<file path="src/rtl/tail_light_ctrl_if.sv">
// ---------------------------------------------------------------------------
// tail_light_ctrl_if
// Bundle of driver-control requests and lamp-driver outputs for the
// Thunderbird-style rear light cluster.
//   LEFT, RIGHT, HAZ : level-sensitive requests (master -> slave)
//   LC, LB, LA       : left lamps, outer to inner (slave -> master)
//   RA, RB, RC       : right lamps, inner to outer (slave -> master)
// ---------------------------------------------------------------------------
interface tail_light_ctrl_if;
  logic LEFT;
  logic RIGHT;
  logic HAZ;
  logic LC;
  logic LB;
  logic LA;
  logic RA;
  logic RB;
  logic RC;

  // Driver-control side: issues requests, observes lamps.
  modport master (
    output LEFT, RIGHT, HAZ,
    input  LC, LB, LA, RA, RB, RC
  );

  // Controller side: consumes requests, drives lamps.
  modport slave (
    input  LEFT, RIGHT, HAZ,
    output LC, LB, LA, RA, RB, RC
  );
endinterface

</file>
<file path="src/rtl/tail_light_ctrl.sv">
// ---------------------------------------------------------------------------
// tail_light_ctrl
// Sequential turn-signal / hazard controller for a six-lamp rear cluster.
// A Moore FSM sweeps the left or right lamps outward on a turn request and
// flashes all six lamps for hazard. State advances only on an internal
// 1-cycle tick generated every TICK_DIV clock cycles.
//   clk    : system clock, rising edge
//   rst_n  : asynchronous active-low reset
//   lights : slave modport of tail_light_ctrl_if (requests in, lamps out)
// ---------------------------------------------------------------------------
module tail_light_ctrl #(
  parameter int unsigned TICK_DIV = 1
) (
  input  logic               clk,
  input  logic               rst_n,
  tail_light_ctrl_if.slave   lights
);

  localparam int unsigned CW = (TICK_DIV > 1) ? $clog2(TICK_DIV) : 1;

  typedef enum logic [2:0] {
    IDLE = 3'd0,
    L1   = 3'd1,
    L2   = 3'd2,
    L3   = 3'd3,
    R1   = 3'd4,
    R2   = 3'd5,
    R3   = 3'd6,
    LR3  = 3'd7
  } state_e;

  state_e        state_q, state_d;
  logic [CW-1:0] cnt_q, cnt_d;
  logic          tick;
  logic [5:0]    lamps;   // {LC, LB, LA, RA, RB, RC}

  // -------------------------------------------------------------------------
  // Tick divider: tick is high while the counter sits at its terminal value,
  // so the first tick lands on the TICK_DIV-th edge after reset release.
  // -------------------------------------------------------------------------
  always_comb begin
    tick  = (cnt_q == CW'(TICK_DIV - 1));
    cnt_d = tick ? '0 : cnt_q + CW'(1);
  end

  // -------------------------------------------------------------------------
  // Next-state logic
  // -------------------------------------------------------------------------
  always_comb begin
    // NOTE: every always_comb output gets a default first so no path leaves
    // it unassigned, which would otherwise infer a latch.
    state_d = state_q;
    if (tick) begin
      case (state_q)
        IDLE: begin
          // Priority: HAZ > (LEFT & RIGHT) > LEFT > RIGHT.
          if (lights.HAZ || (lights.LEFT && lights.RIGHT)) state_d = LR3;
          else if (lights.LEFT)                            state_d = L1;
          else if (lights.RIGHT)                           state_d = R1;
          else                                             state_d = IDLE;
        end
        // Turn requests are ignored mid-sweep; only hazard can cut it short.
        L1:      state_d = lights.HAZ ? LR3 : L2;
        L2:      state_d = lights.HAZ ? LR3 : L3;
        L3:      state_d = IDLE;
        R1:      state_d = lights.HAZ ? LR3 : R2;
        R2:      state_d = lights.HAZ ? LR3 : R3;
        R3:      state_d = IDLE;
        LR3:     state_d = IDLE;
        default: state_d = IDLE;
      endcase
    end
  end

  // -------------------------------------------------------------------------
  // State and divider registers
  // -------------------------------------------------------------------------
  // NOTE: sequential state uses non-blocking assignments so every register
  // samples pre-edge values regardless of process evaluation order.
  always_ff @(posedge clk or negedge rst_n) begin
    if (!rst_n) begin
      state_q <= IDLE;
      cnt_q   <= '0;
    end else begin
      state_q <= state_d;
      cnt_q   <= cnt_d;
    end
  end

  // -------------------------------------------------------------------------
  // Moore output decode: lamps depend on the state register only.
  // -------------------------------------------------------------------------
  always_comb begin
    lamps = 6'b000_000;
    case (state_q)
      L1:      lamps = 6'b001_000;
      L2:      lamps = 6'b011_000;
      L3:      lamps = 6'b111_000;
      R1:      lamps = 6'b000_100;
      R2:      lamps = 6'b000_110;
      R3:      lamps = 6'b000_111;
      LR3:     lamps = 6'b111_111;
      default: lamps = 6'b000_000;
    endcase
  end

  assign lights.LC = lamps[5];
  assign lights.LB = lamps[4];
  assign lights.LA = lamps[3];
  assign lights.RA = lamps[2];
  assign lights.RB = lamps[1];
  assign lights.RC = lamps[0];

endmodule

</file>
<file path="src/flat_wrapper.sv">
// flat-port wrapper written by rule: the top's interface ports become plain ports
module tail_light_ctrl_flat 
#(
  parameter int unsigned TICK_DIV = 1
)
  (clk, rst_n, lights_LEFT, lights_RIGHT, lights_HAZ, lights_LC, lights_LB, lights_LA, lights_RA, lights_RB, lights_RC);
  tail_light_ctrl_if lights_i ();
  input  logic clk;
  input  logic rst_n;
  input wire logic [$bits(lights_i.LEFT)-1:0] lights_LEFT;
  input wire logic [$bits(lights_i.RIGHT)-1:0] lights_RIGHT;
  input wire logic [$bits(lights_i.HAZ)-1:0] lights_HAZ;
  output wire logic [$bits(lights_i.LC)-1:0] lights_LC;
  output wire logic [$bits(lights_i.LB)-1:0] lights_LB;
  output wire logic [$bits(lights_i.LA)-1:0] lights_LA;
  output wire logic [$bits(lights_i.RA)-1:0] lights_RA;
  output wire logic [$bits(lights_i.RB)-1:0] lights_RB;
  output wire logic [$bits(lights_i.RC)-1:0] lights_RC;
  assign lights_i.LEFT = lights_LEFT;
  assign lights_i.RIGHT = lights_RIGHT;
  assign lights_i.HAZ = lights_HAZ;
  assign lights_LC = lights_i.LC;
  assign lights_LB = lights_i.LB;
  assign lights_LA = lights_i.LA;
  assign lights_RA = lights_i.RA;
  assign lights_RB = lights_i.RB;
  assign lights_RC = lights_i.RC;
  tail_light_ctrl #(.TICK_DIV(TICK_DIV)) u_core (.clk(clk), .rst_n(rst_n), .lights(lights_i));
endmodule
</file>
<file path="config.mk">
export PLATFORM = sky130hd
export DESIGN_NAME = tail_light_ctrl_flat
export DESIGN_NICKNAME = d
export VERILOG_FILES = /design/src/rtl/tail_light_ctrl_if.sv /design/src/rtl/tail_light_ctrl.sv /design/src/flat_wrapper.sv
export SDC_FILE = /design/constraint.sdc
export NUM_CORES = 1
export LEC_CHECK = 0
export ABC_AREA = 0
export CAP_MARGIN = 20
export CELL_PAD_IN_SITES_DETAIL_PLACEMENT = 2
export CELL_PAD_IN_SITES_GLOBAL_PLACEMENT = 2
export CORE_AREA = 2 2 39 41
export CTS_CLUSTER_DIAMETER = 120
export DETAILED_ROUTE_END_ITERATION = 8
export DIE_AREA = 0 0 41 43
export PLACE_DENSITY = 0.67
export SLEW_MARGIN = 5
export SYNTH_ARGS = -nofsm -noshare
export SYNTH_HDL_FRONTEND = slang
export SYNTH_SLANG_ARGS = --single-unit
</file>
<file path="constraint.sdc">
create_clock -name clk -period 0.9 [get_ports clk]
set_input_delay 0.225 -clock clk [delete_from_list [all_inputs] [get_ports clk]]
set_output_delay 0.225 -clock clk [all_outputs]
set_load 0.02 [all_outputs]
</file>
clock_map.png
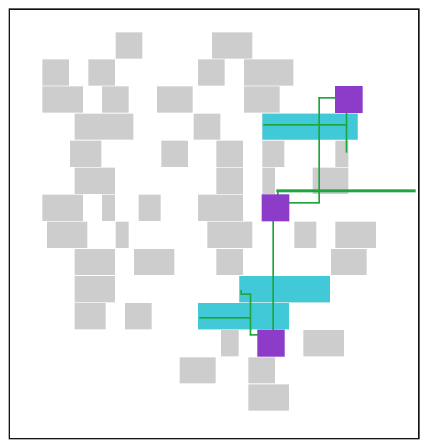
legend:
  cyan:
    item: flip-flops
    count: 3
  purple:
    item: cells driving clock nets
    count: 3
  green:
    item: clock wires
    length: 70.6 um
routed clock nets: 4

port_nets.png
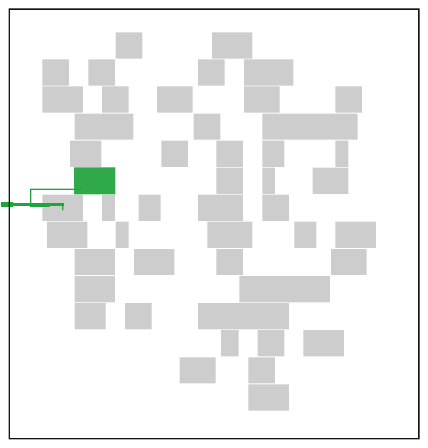
legend:
  green:
    port: lights_RC
    direction: output
    end_cells: 1
    buffers: 1
    wire: 13.9 um
I/O pins: 11
IO buf count: 10

==> impl_metrics.ini <==
; generated from flow reports
[outcome]
status = finished with violations
violations = negative setup slack

[final_layout]
drive_gt1_share_pct = 72.9
buffers = 23
dominant_cells = buffers
area_share_nonclk_buffers_pct = 43.0
logic_gates = 15

[flow_run]
warnings = 29

[setup_path]
path_cells = inv_2 -> a21oi_4 -> a21o_2 -> buf_6
cp.depth = 4

[clocking]
post_cts_resized = 38
hold_buffers = 0

[synthesis]
synth_area_per_cell_um2 = 7.96
yosysUniqueCellTypes = 13
adder_share_pct = 0
simple_gate_share_pct = 17.1
ys_ff = 3

[power]
p_clk_w = 0.000235
top_power_group = combinational cells

[final_timing]
finalClockPeriodUsage_pct = 151
fin_ws_ns = -0.458
finalSetupViolCount = 9

[place]
dp_hpwl_um = 708

[detailed_routing]
routed_wl_um = 1020
top_layer = met3
firstDrtPassIters = 2
ant_nets = 0
gate_families.png
Scale bar: 10 um.
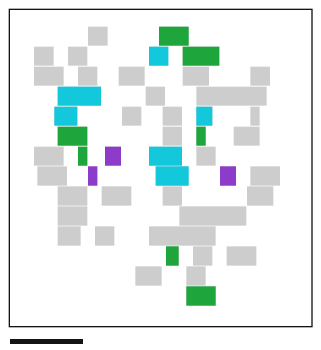
legend:
  green:
    family: NOR gates
    cells: 7
  cyan:
    family: inverting AOI/OAI gates
    cells: 6
  purple:
    family: inverters
    cells: 3
combinational share of cell area: 28.9%
final std cells w/o fill: 64
top logic cell by instance count in the layout: buf_4

